<file path="config.mk">
export PLATFORM = sky130hd
export DESIGN_NAME = vram_arb_flat
export DESIGN_NICKNAME = d
export VERILOG_FILES = /design/src/rtl/vram_arb_if.sv /design/src/rtl/vram_arb.sv /design/src/flat_wrapper.sv
export SDC_FILE = /design/constraint.sdc
export NUM_CORES = 1
export LEC_CHECK = 0
export ABC_AREA = 1
export CAP_MARGIN = 30
export CORE_ASPECT_RATIO = 1.25
export CORE_UTILIZATION = 48
export DETAILED_ROUTE_END_ITERATION = 10
export GPL_TIMING_DRIVEN = 0
export PLACE_DENSITY = 0.76
export SLEW_MARGIN = 25
export SYNTH_ARGS = -nofsm -noshare
export SYNTH_HDL_FRONTEND = slang
export SYNTH_SLANG_ARGS = --single-unit
</file>
<file path="constraint.sdc">
create_clock -name PixelClk -period 1.9 [get_ports PixelClk]
set_clock_uncertainty 0.05 [all_clocks]
set_input_delay 0.38 -clock PixelClk [delete_from_list [all_inputs] [get_ports PixelClk]]
set_output_delay 0.38 -clock PixelClk [all_outputs]
set_load 0.05 [all_outputs]
</file>
<file path="src/rtl/vram_arb_if.sv">
// Bus bundle between the VRAM arbiter and its clients: scanout reads,
// CPU write requests and the VRAM port-B pins.
interface vram_arb_if #(
  parameter int AW = 10
) ();
  logic          vsync;
  logic          lcd_req;
  logic [AW-1:0] lcd_addr;
  logic [7:0]    lcd_data;
  logic          lcd_valid;
  logic          cpu_wr_req;
  logic [AW-1:0] cpu_wr_addr;
  logic [7:0]    cpu_wr_data;
  logic          cpu_wr_ack;
  logic          cpu_full;
  logic          ram_ce;
  logic          ram_we;
  logic [AW-1:0] ram_ad;
  logic [7:0]    ram_din;
  logic [7:0]    ram_dout;
  logic [7:0]    ovf_cnt;

  modport slave (
    input  vsync, lcd_req, lcd_addr, cpu_wr_req, cpu_wr_addr, cpu_wr_data, ram_dout,
    output lcd_data, lcd_valid, cpu_wr_ack, cpu_full,
           ram_ce, ram_we, ram_ad, ram_din, ovf_cnt
  );

  modport master (
    output vsync, lcd_req, lcd_addr, cpu_wr_req, cpu_wr_addr, cpu_wr_data, ram_dout,
    input  lcd_data, lcd_valid, cpu_wr_ack, cpu_full,
           ram_ce, ram_we, ram_ad, ram_din, ovf_cnt
  );
endinterface

</file>
<file path="src/rtl/vram_arb.sv">
// VRAM port-B arbiter: scanout reads win over queued CPU writes.
// Define VRAM_ARB_VBLANK_ONLY_EN to restrict CPU drain to vsync=1.
module vram_arb #(
  parameter int AW    = 10,
  parameter int DEPTH = 4
) (
  input logic       PixelClk,
  input logic       nRST,
  vram_arb_if.slave bus
);
  localparam int PW = $clog2(DEPTH);
  localparam int CW = PW + 1;

  if (DEPTH < 2 || (DEPTH & (DEPTH - 1)) != 0) begin : g_bad_depth
    $error("vram_arb: DEPTH must be a power of two >= 2");
  end

  typedef enum logic [1:0] {IDLE, LCD_RD, CPU_WR} grant_e;

  typedef struct packed {
    logic [AW-1:0] addr;
    logic [7:0]    data;
  } wr_req_t;

  grant_e        state_q, state_d;
  wr_req_t       fifo_mem [DEPTH];
  wr_req_t       head;
  logic [PW-1:0] wptr, rptr;
  logic [CW-1:0] count;
  logic          full, empty, push, pop, drain_ok;

  logic [AW-1:0] ram_ad_q;
  logic [7:0]    ram_din_q;
  logic          ack_q, lcd_valid_q;
  logic [7:0]    lcd_hold_q;
  logic [7:0]    ovf_q;

  assign full  = (count == CW'(DEPTH));
  assign empty = (count == '0);
  // A full FIFO refuses the push even when a pop frees a slot this cycle.
  assign push  = bus.cpu_wr_req & ~full;
  assign head  = fifo_mem[rptr];

`ifdef VRAM_ARB_VBLANK_ONLY_EN
  assign drain_ok = bus.vsync;
`else
  logic unused_vsync;
  assign unused_vsync = bus.vsync;
  assign drain_ok     = 1'b1;
`endif

  always_comb begin
    state_d = IDLE;
    pop     = 1'b0;
    if (bus.lcd_req) begin
      state_d = LCD_RD;
    end else if (!empty && drain_ok) begin
      state_d = CPU_WR;
      pop     = 1'b1;
    end
  end

  always_ff @(posedge PixelClk) begin
    if (push) fifo_mem[wptr] <= wr_req_t'{addr: bus.cpu_wr_addr, data: bus.cpu_wr_data};
  end

  always_ff @(posedge PixelClk or negedge nRST) begin
    if (!nRST) begin
      wptr  <= '0;
      rptr  <= '0;
      count <= '0;
    end else begin
      if (push) wptr <= wptr + PW'(1);
      if (pop)  rptr <= rptr + PW'(1);
      case ({push, pop})
        2'b10:   count <= count + CW'(1);
        2'b01:   count <= count - CW'(1);
        default: ;
      endcase
    end
  end

  always_ff @(posedge PixelClk or negedge nRST) begin
    if (!nRST) begin
      state_q     <= IDLE;
      ram_ad_q    <= '0;
      ram_din_q   <= '0;
      ack_q       <= 1'b0;
      lcd_valid_q <= 1'b0;
      lcd_hold_q  <= '0;
      ovf_q       <= '0;
    end else begin
      state_q     <= state_d;
      ack_q       <= push;
      lcd_valid_q <= (state_q == LCD_RD);
      if (lcd_valid_q) lcd_hold_q <= bus.ram_dout;
      case (state_d)
        LCD_RD: ram_ad_q <= bus.lcd_addr;
        CPU_WR: begin
          ram_ad_q  <= head.addr;
          ram_din_q <= head.data;
        end
        default: ;
      endcase
      if (bus.cpu_wr_req && full && ovf_q != 8'hFF) ovf_q <= ovf_q + 8'd1;
    end
  end

  // Read data arrives the cycle after LCD_RD; pass it straight through
  // on the strobe and hold the last value afterwards.
  assign bus.lcd_data   = lcd_valid_q ? bus.ram_dout : lcd_hold_q;
  assign bus.lcd_valid  = lcd_valid_q;
  assign bus.ram_ce     = (state_q != IDLE);
  assign bus.ram_we     = (state_q == CPU_WR);
  assign bus.ram_ad     = ram_ad_q;
  assign bus.ram_din    = ram_din_q;
  assign bus.cpu_wr_ack = ack_q;
  assign bus.cpu_full   = full;
  assign bus.ovf_cnt    = ovf_q;
endmodule

</file>
<file path="src/flat_wrapper.sv">
// flat-port wrapper written by rule: the top's interface ports become plain ports
module vram_arb_flat 
#(
  parameter int AW    = 10,
  parameter int DEPTH = 4
)
  (PixelClk, nRST, bus_vsync, bus_lcd_req, bus_lcd_addr, bus_cpu_wr_req, bus_cpu_wr_addr, bus_cpu_wr_data, bus_ram_dout, bus_lcd_data, bus_lcd_valid, bus_cpu_wr_ack, bus_cpu_full, bus_ram_ce, bus_ram_we, bus_ram_ad, bus_ram_din, bus_ovf_cnt);
  vram_arb_if #(.AW(AW)) bus_i ();
  input logic PixelClk;
  input logic nRST;
  input wire logic [$bits(bus_i.vsync)-1:0] bus_vsync;
  input wire logic [$bits(bus_i.lcd_req)-1:0] bus_lcd_req;
  input wire logic [$bits(bus_i.lcd_addr)-1:0] bus_lcd_addr;
  input wire logic [$bits(bus_i.cpu_wr_req)-1:0] bus_cpu_wr_req;
  input wire logic [$bits(bus_i.cpu_wr_addr)-1:0] bus_cpu_wr_addr;
  input wire logic [$bits(bus_i.cpu_wr_data)-1:0] bus_cpu_wr_data;
  input wire logic [$bits(bus_i.ram_dout)-1:0] bus_ram_dout;
  output wire logic [$bits(bus_i.lcd_data)-1:0] bus_lcd_data;
  output wire logic [$bits(bus_i.lcd_valid)-1:0] bus_lcd_valid;
  output wire logic [$bits(bus_i.cpu_wr_ack)-1:0] bus_cpu_wr_ack;
  output wire logic [$bits(bus_i.cpu_full)-1:0] bus_cpu_full;
  output wire logic [$bits(bus_i.ram_ce)-1:0] bus_ram_ce;
  output wire logic [$bits(bus_i.ram_we)-1:0] bus_ram_we;
  output wire logic [$bits(bus_i.ram_ad)-1:0] bus_ram_ad;
  output wire logic [$bits(bus_i.ram_din)-1:0] bus_ram_din;
  output wire logic [$bits(bus_i.ovf_cnt)-1:0] bus_ovf_cnt;
  assign bus_i.vsync = bus_vsync;
  assign bus_i.lcd_req = bus_lcd_req;
  assign bus_i.lcd_addr = bus_lcd_addr;
  assign bus_i.cpu_wr_req = bus_cpu_wr_req;
  assign bus_i.cpu_wr_addr = bus_cpu_wr_addr;
  assign bus_i.cpu_wr_data = bus_cpu_wr_data;
  assign bus_i.ram_dout = bus_ram_dout;
  assign bus_lcd_data = bus_i.lcd_data;
  assign bus_lcd_valid = bus_i.lcd_valid;
  assign bus_cpu_wr_ack = bus_i.cpu_wr_ack;
  assign bus_cpu_full = bus_i.cpu_full;
  assign bus_ram_ce = bus_i.ram_ce;
  assign bus_ram_we = bus_i.ram_we;
  assign bus_ram_ad = bus_i.ram_ad;
  assign bus_ram_din = bus_i.ram_din;
  assign bus_ovf_cnt = bus_i.ovf_cnt;
  vram_arb #(.AW(AW), .DEPTH(DEPTH)) u_core (.PixelClk(PixelClk), .nRST(nRST), .bus(bus_i));
endmodule
</file>
Power grid:
Pins as bars on the die edge.
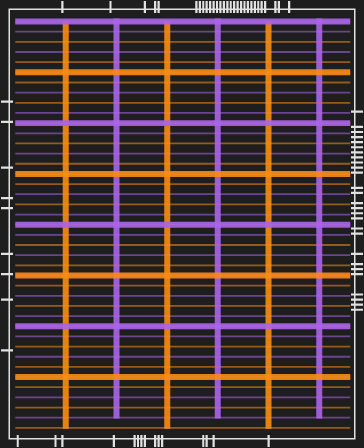
| net | color |
|---|---|
| VSS | orange |
| VDD | purple |
signal pins: 80
rows: 40
met5 straps: 8
met1 rails: 41
met4 straps: 6

Logic cells by family:
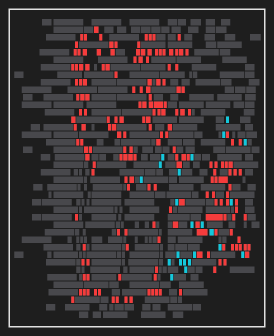
| family | color | cells | most used |
|---|---|---|---|
| inverters | cyan | 23 | inv_1 |
| NAND gates | red | 184 | nand2_1 |

==> flow_summary.json <==
{
  "grtUsageTotal_pct": 22.0,
  "crit_type": "reg -> out",
  "p_total_mw": 10.6,
  "outcome": "completed",
  "whs_endpoint": "u_core.state_q[0]",
  "placed_area_mm2": 0.00588,
  "yosys-stat-area_mm2": 0.00487,
  "flop_cell": "edfxtp_1",
  "finalSetupTns_ns": 0,
  "worstPathRequired_ns": 1.47,
  "clkPwrFrac_pct": 24.7,
  "worst_ep_arrival_time_ns": 1.45,
  "top_cells_by_count": "nand2_1, edfxtp_1, dfrtp_1, nor2_1, nand3_1",
  "finalHoldViolCount": 0,
  "wl_per_cell_um": 15.6,
  "cts_buffers": 17,
  "maxCapViolations": 0,
  "grt_pass1_wl_mm": 17.3,
  "syn-instance-count": 433,
  "slew_viol_final": 0,
  "die_w_um": 92.1,
  "core_mm2": 0.00976,
  "route.detailed.drc": 0,
  "fmax_mhz": 533,
  "drive_above_1_share_pct": 17.2,
  "avgSynthCellArea_um2": 11.2,
  "drt-initial-drc-count": 202,
  "dr.pass1.iters": 5,
  "clock_path_buffers": 2,
  "holdPathStages": 1,
  "p_switching_mw": 4.14,
  "rrSetupSlack_ns": 0.07,
  "routabilityCongestion": 0.789,
  "final_cell_area_mm2": 0.00646,
  "globalRouteOverflowTotal": 0,
  "hpwl_mm": 7.04,
  "topCellsByArea": "edfxtp_1, dfrtp_1, nand2_1, nand3_1, nor2_1",
  "synth_flop_count": 117,
  "fillCellCount": 726,
  "finalCritPeriodShare_pct": 98.8,
  "synth_nets": 481,
  "n_antenna_cell": 0,
  "rows": 40,
  "p_int_mw": 6.43,
  "clk_pin_slew_ns": 0.05,
  "ios": 80,
  "worst_hold_path_type": "in -> reg",
  "comb_area_mm2": 0.00141,
  "yosysTopAreaCell": "edfxtp_1",
  "top_area_share_pct": 44.4,
  "crit_path_end_kind": "primary output",
  "p_sw_share_pct": 39.2,
  "clock_latency_ns": 0.41,
  "hp-start": "bus_lcd_req",
  "yosysMostFrequentCell": "nand2_1",
  "wl_mm": 10.6,
  "dp_cells": 640,
  "vias_per_cell": 5.08,
  "synth-edff-count": 72,
  "top_register": "u_core.fifo_mem",
  "power.density_mw_per_mm2": 1630,
  "rr_startpoint": "u_core.count[1]",
  "fp_util_pct": 49.9,
  "syn2layout_area_growth_pct": 32.7,
  "chipArea_mm2": 0.0106,
  "clkSinkCount": 117,
  "ys_cells": 433,
  "combPwrFrac_pct": 40.3,
  "r2r_cells": 9,
  "crit_start": "u_core.bus.lcd_valid",
  "seqPwrFrac_pct": 35.0,
  "holdBufCountCts": 1,
  "cts_resized": 90,
  "grt_pass1_vias": 3607,
  "synth_cell_types": 28
}
Register map, names as in the netlist:
Other sequential cells in the stronger gray, the rest of the logic in the fainter gray.
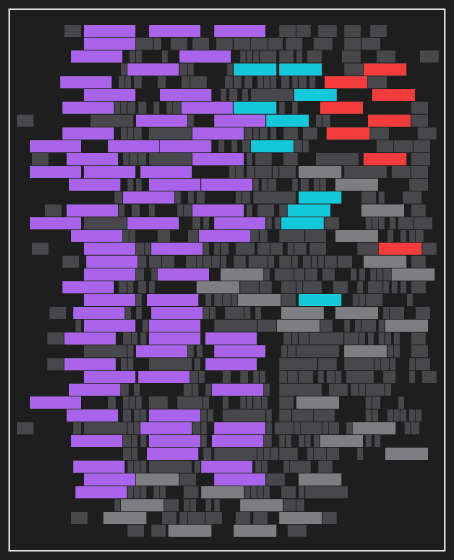
| name in the netlist | color | placed flops |
|---|---|---|
| u_core.bus.ram_ad | cyan | 10 |
| u_core.lcd_hold_q | red | 8 |
| u_core.fifo_mem | purple | 72 |
not colored: 27
register area: 0.00329 mm2
Util after Layout: 66.2%

## layer usage
metal / global-route usage (%) / wire length, um
met5: 0 / 0
met4: 13.2 / 234
met3: 4.58 / 555
met2: 38.8 / 5660
met1: 24.4 / 4190
## layout make-up
class                   count  area share [%]
multi-input cells         277            21.9
clock buffers              22            6.87
repair buffers             94            13.6
inverters                  23            1.36
flip-flops and latches    117            50.9
well taps                 126            2.44
plain buffers              16            2.38
clock inverters             9           0.600
## stage by stage
step	hold WS [ns]	worst slack (ns)
2_1_floorplan	0.0344	0.0112
3_3_place_gp	0.360	-1.08
3_5_place_dp	0.279	-0.551
4_1_cts	0.287	-0.135
5_1_grt	0.297	-0.0384
6_report	0.294	0.0221
## power groups by stage
stage | combinational [mW] | sequential (mW) | clock [mW]
CTS | 4.17 | 3.70 | 2.64
global route | 4.60 | 3.77 | 2.77
finish | 4.25 | 3.70 | 2.61
floorplan | 2.04 | 4.48 | 0
global placement | 4.02 | 3.73 | 0
detailed placement | 4.20 | 3.75 | 0
## kinds of logic after synthesis
group	after synthesis	share of synthesized area (%)
AND-OR/OR-AND	23	2.60
XOR/XNOR	6	1.08
adder cells (fa/ha/maj)	7	1.95
buffers and inverters	39	4.75
flip-flops	117	67.5
multiplexers	8	1.85
AND/OR/NAND/NOR	233	20.2
## cell usage in the layout, fill, tap and decap left out, drive strengths merged
cell type,n
a21oi,2
buf,39
clkbuf,24
clkdlybuf4s50,37
clkinv,10
dfrtp,45
dlygate4sd2,30
dlygate4sd3,1
dlymetal6s2s,1
edfxtp,72
fa,1
ha,6
inv,22
mux2,8
nand2,139
nand3,45
nor2,48
o21ai,21
or2,1
xnor2,3
xor2,3
## critical path, stage by stage (launching register included)
cell and delay (ns):
dfrtp_1 0.35, buf_6 0.14, mux2_2 0.34, buf_2 0.22
Power is estimated from default activity; no workload was simulated.
